File: config.mk
export PLATFORM = sky130hd
export DESIGN_NAME = gray_counter_ctrl
export DESIGN_NICKNAME = d
export VERILOG_FILES = /design/src/rtl/gray_pkg.sv /design/src/rtl/clk_en_prescaler.sv /design/src/rtl/gray_counter_ctrl.sv
export SDC_FILE = /design/constraint.sdc
export NUM_CORES = 1
export LEC_CHECK = 0
export CAP_MARGIN = 20
export CORE_ASPECT_RATIO = 1.25
export CORE_MARGIN = 2
export CORE_UTILIZATION = 55
export CTS_CLUSTER_SIZE = 8
export DETAILED_ROUTE_END_ITERATION = 10
export GPL_TIMING_DRIVEN = 0
export PLACE_DENSITY = 0.77
export SLEW_MARGIN = 15
export SYNTH_ARGS = -nofsm -noshare
export SYNTH_HDL_FRONTEND = slang
export SYNTH_HIERARCHICAL = 1
export SYNTH_SLANG_ARGS = --single-unit
File: constraint.sdc
create_clock -name clk -period 2.4 [get_ports clk]
set_input_delay 0.24 -clock clk [delete_from_list [all_inputs] [get_ports clk]]
set_output_delay 0.24 -clock clk [all_outputs]
set_load 0.05 [all_outputs]
File: src/rtl/gray_pkg.sv
// Gray/binary conversion helpers and the default board divider for slow-LED blocks.
// Functions work on GRAY_W-bit values; callers zero-extend in and truncate out.
package gray_pkg;

    localparam int GRAY_W      = 32;
    localparam int BOARD_DIV   = 50_000_000;

    function automatic logic [GRAY_W-1:0] bin2gray(input logic [GRAY_W-1:0] b);
        return b ^ (b >> 1);
    endfunction

    // Each binary bit is the XOR of all Gray bits at or above it.
    function automatic logic [GRAY_W-1:0] gray2bin(input logic [GRAY_W-1:0] g);
        logic [GRAY_W-1:0] b;
        b[GRAY_W-1] = g[GRAY_W-1];
        for (int i = GRAY_W - 2; i >= 0; i--) begin
            b[i] = b[i+1] ^ g[i];
        end
        return b;
    endfunction

endpackage

File: src/rtl/clk_en_prescaler.sv
// Clock-enable prescaler: registered one-cycle tick once every DIV enabled cycles.
// Latency: tick asserts the cycle after the enabled cycle where the count hits DIV-1.
// Backpressure: en low freezes the count and suppresses tick; clr restarts from zero.
module clk_en_prescaler #(
    parameter int DIV   = 4,
    parameter int DIV_W = (DIV > 1) ? $clog2(DIV) : 1
) (
    input  logic clk,
    input  logic rst,
    input  logic en,
    input  logic clr,
    output logic tick
);

    localparam logic [DIV_W-1:0] LAST = DIV_W'(DIV - 1);

    logic [DIV_W-1:0] cnt;

    always_ff @(posedge clk) begin
        if (rst || clr) begin
            cnt  <= '0;
            tick <= 1'b0;
        end else if (en) begin
            if (cnt == LAST) begin
                cnt  <= '0;
                tick <= 1'b1;
            end else begin
                cnt  <= cnt + DIV_W'(1);
                tick <= 1'b0;
            end
        end else begin
            tick <= 1'b0;
        end
    end

endmodule

File: src/rtl/gray_counter_ctrl.sv
// N-bit Gray counter with prescaled stepping, up/down, wrap or saturate, and parallel load.
// Latency: outputs registered; a step shows one cycle after the tick-high cycle.
// Backpressure: en low freezes prescaler and count; load wins over a coincident step.
module gray_counter_ctrl
    import gray_pkg::*;
#(
    parameter int N     = 4,
    parameter int DIV   = BOARD_DIV,
    parameter int DIV_W = (DIV > 1) ? $clog2(DIV) : 1
) (
    input  logic         clk,
    input  logic         rst,
    input  logic         en,
    input  logic         dir,
    input  logic         sat,
    input  logic         load,
    input  logic [N-1:0] load_val,
    output logic [N-1:0] leds,
    output logic [N-1:0] bin_out,
    output logic         tick,
    output logic         tc
);

    localparam logic [N-1:0] TOP = '1;

    logic [N-1:0] step_val;
    logic         step_tc;
    logic [N-1:0] load_bin;

    // Loading also restarts the prescaler so a pending tick cannot fire a stale step.
    clk_en_prescaler #(
        .DIV   (DIV),
        .DIV_W (DIV_W)
    ) u_prescaler (
        .clk  (clk),
        .rst  (rst),
        .en   (en),
        .clr  (load),
        .tick (tick)
    );

    assign load_bin = N'(gray2bin(GRAY_W'(load_val)));

    always_comb begin
        step_val = bin_out;
        step_tc  = 1'b0;
        if (dir) begin
            if (bin_out == TOP) begin
                step_tc  = 1'b1;
                step_val = sat ? bin_out : '0;
            end else begin
                step_val = bin_out + N'(1);
            end
        end else begin
            if (bin_out == '0) begin
                step_tc  = 1'b1;
                step_val = sat ? bin_out : TOP;
            end else begin
                step_val = bin_out - N'(1);
            end
        end
    end

    always_ff @(posedge clk) begin
        if (rst) begin
            bin_out <= '0;
            leds    <= '0;
            tc      <= 1'b0;
        end else if (load) begin
            bin_out <= load_bin;
            leds    <= load_val;
            tc      <= 1'b0;
        end else if (tick && en) begin
            bin_out <= step_val;
            leds    <= N'(bin2gray(GRAY_W'(step_val)));
            tc      <= step_tc;
        end else begin
            tc      <= 1'b0;
        end
    end

endmodule

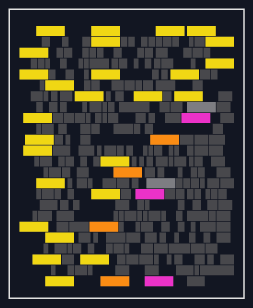
Figure 1: register map, names as in the netlist.
Drawn at 4 px/µm. Other sequential cells in the stronger grey, the rest of the logic in the fainter grey.
- bin_out: magenta (flops 3)
- u_prescaler/cnt: yellow (flops 26; where widely spread)
- leds: orange (flops 4)
- not coloured: 2

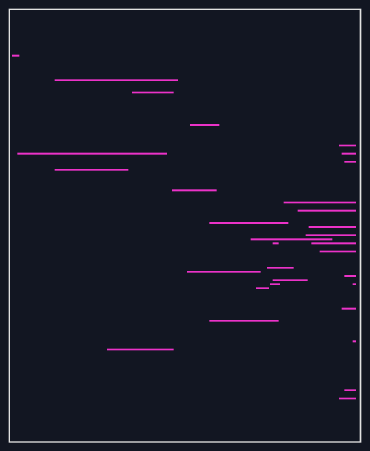
Figure 2: the metal 3 layer.
Drawn at 6 px/µm.
- longest straight run: 24.6 µm
- main direction: horizontal
- nets with wire on the layer: 28
- wire length on this layer: 214 µm

area by class of cell:
class	instances	area, µm²	share of cell area [%]
buffer	13	70.07	2.966
clock buffer	7	76.32	3.231
clock inverter	1	5.005	0.2119
inverter	12	45.04	1.907
multi-input combinational	185	1211	51.27
sequential	35	700.7	29.66
tap	39	48.80	2.066
timing repair buffer	21	205.2	8.686
cells by family (layout without fill, tap and decap cells):
group / count (synthesis) / in the layout
AOI/OAI and AO/OA: 54 / 54
and+or+nand+nor: 109 / 109
DFF: 35 / 35
xor gates and xnor gates: 15 / 15
adders and majority gates: 4 / 4
muxes: 3 / 3
buffers and inverters: 25 / 54
cell usage after synthesis (all sizes together):
library cell | n | area share (%)
and2 | 3 | 0.93
dfxtp | 35 | 35
and4 | 3 | 1.4
buf | 9 | 2.7
nand2 | 14 | 2.6
inv | 12 | 2.2
a21o | 1 | 0.74
or3 | 8 | 2.5
a211o | 1 | 0.43
nand2b | 1 | 0.31
nand3b | 2 | 0.74
o21ai | 14 | 3.5
nor4 | 6 | 1.9
xnor2 | 11 | 4.8
mux2i | 3 | 1.5
clkbuf | 4 | 0.74
a211oi | 1 | 0.37
a31oi | 2 | 0.62
a311oi | 1 | 0.43
or3b | 1 | 0.43
nand4 | 6 | 2.2
o31a | 1 | 0.43
or4 | 11 | 4.4
nand4b | 2 | 0.86
o31ai | 6 | 2.9
nor2 | 20 | 3.7
nor3b | 1 | 0.37
and3 | 4 | 1.2
xor2 | 4 | 1.7
ha | 4 | 2.5
a21oi | 21 | 5.4
o211a | 2 | 0.99
nor2b | 1 | 0.31
nor4b | 3 | 2.0
nand3 | 15 | 3.7
a221oi | 4 | 2.0
nor3 | 8 | 2.0
==> reports/qor.yml <==
hp-class: "register to register"
antenna_found_initial: 0
ys_sh_aoi_pct: 17.78
hpwl_um: 3256
netlist_logic_family_top: "simple AND/OR/NAND/NOR gates"
lay_top_count: "dfxtp_1"
yosys_warnings: 6
top_register: "u_prescaler/cnt"
critPathLaunch: "en"
place_area_mm2: 0.002266
slew_viol_final: 0
p_seq_uw: 605
critPathCapture: "u_prescaler/cnt[0]$_SDFFE_PP0P_"
numSynthFlops: 35
skew_ns: 0.004524
wl_met2_um: 2058
core_area_mm2: 0.003513
rsz0062_at_grt: "false"
power.group.top: "sequential cells"
cp-start-kind: "input port"
wl_per_cell_um: 13.94
num_antenna_cells: 0
cts_resized: 0
p_comb_share_pct: 16.5
cts_made_buffers: 5
synth-xor-area-share_pct: 6.481
worst-path-buf-inv: 3
cp_cell_sequence: "clkdlybuf4s50_1, buf_4, nand3_1, or4_1, o31ai_4, buf_2, nor2_1"
stdcell_count: 313
io_pins: 20
hp-start: "u_prescaler/cnt[21]$_SDFFE_PP0P_"
routed-via-count: 1874
grt_pass1_wl_um: 7734
hold_end: "u_prescaler/cnt[21]$_SDFFE_PP0P_"
fin_nets: 287
critPathTopFamily: "buffers and inverters"
grt.busiest_layer: "met2"
r2r_setup_slack_ns: 0.24
comb_cell_power_uw: 199
path_max_fanout: 10
outcome: "complete, no violations"
die-area_mm2: 0.004190
first_iter_violations: 128
cap_violations: 0
hold_violations: 0
worst_ep_required_time_ns: 2.57
cts_buffer_depth: 2
ys_area_mm2: 0.002027
highest_layer: "met4"
fp_util_pct: 57.69
netSwitchingPower_uw: 328.9
htreeDepth: 2
postLayoutCellArea_mm2: 0.002362
cp_slowest_cell: "or4_1"
port_buffers: 19
met3_usage_pct: 5.415
yosys.cell_types.count: 47
vdd_drop_max_uv: 583.7
gp_congestion: 0.8971
die_w_um: 58.30
reg2reg_from: "u_prescaler/cnt[0]$_SDFFE_PP0P_"
insertion_delay_ns: 0.28
synth_cells: 245
power_mw: 1.207
setup_viol: 0
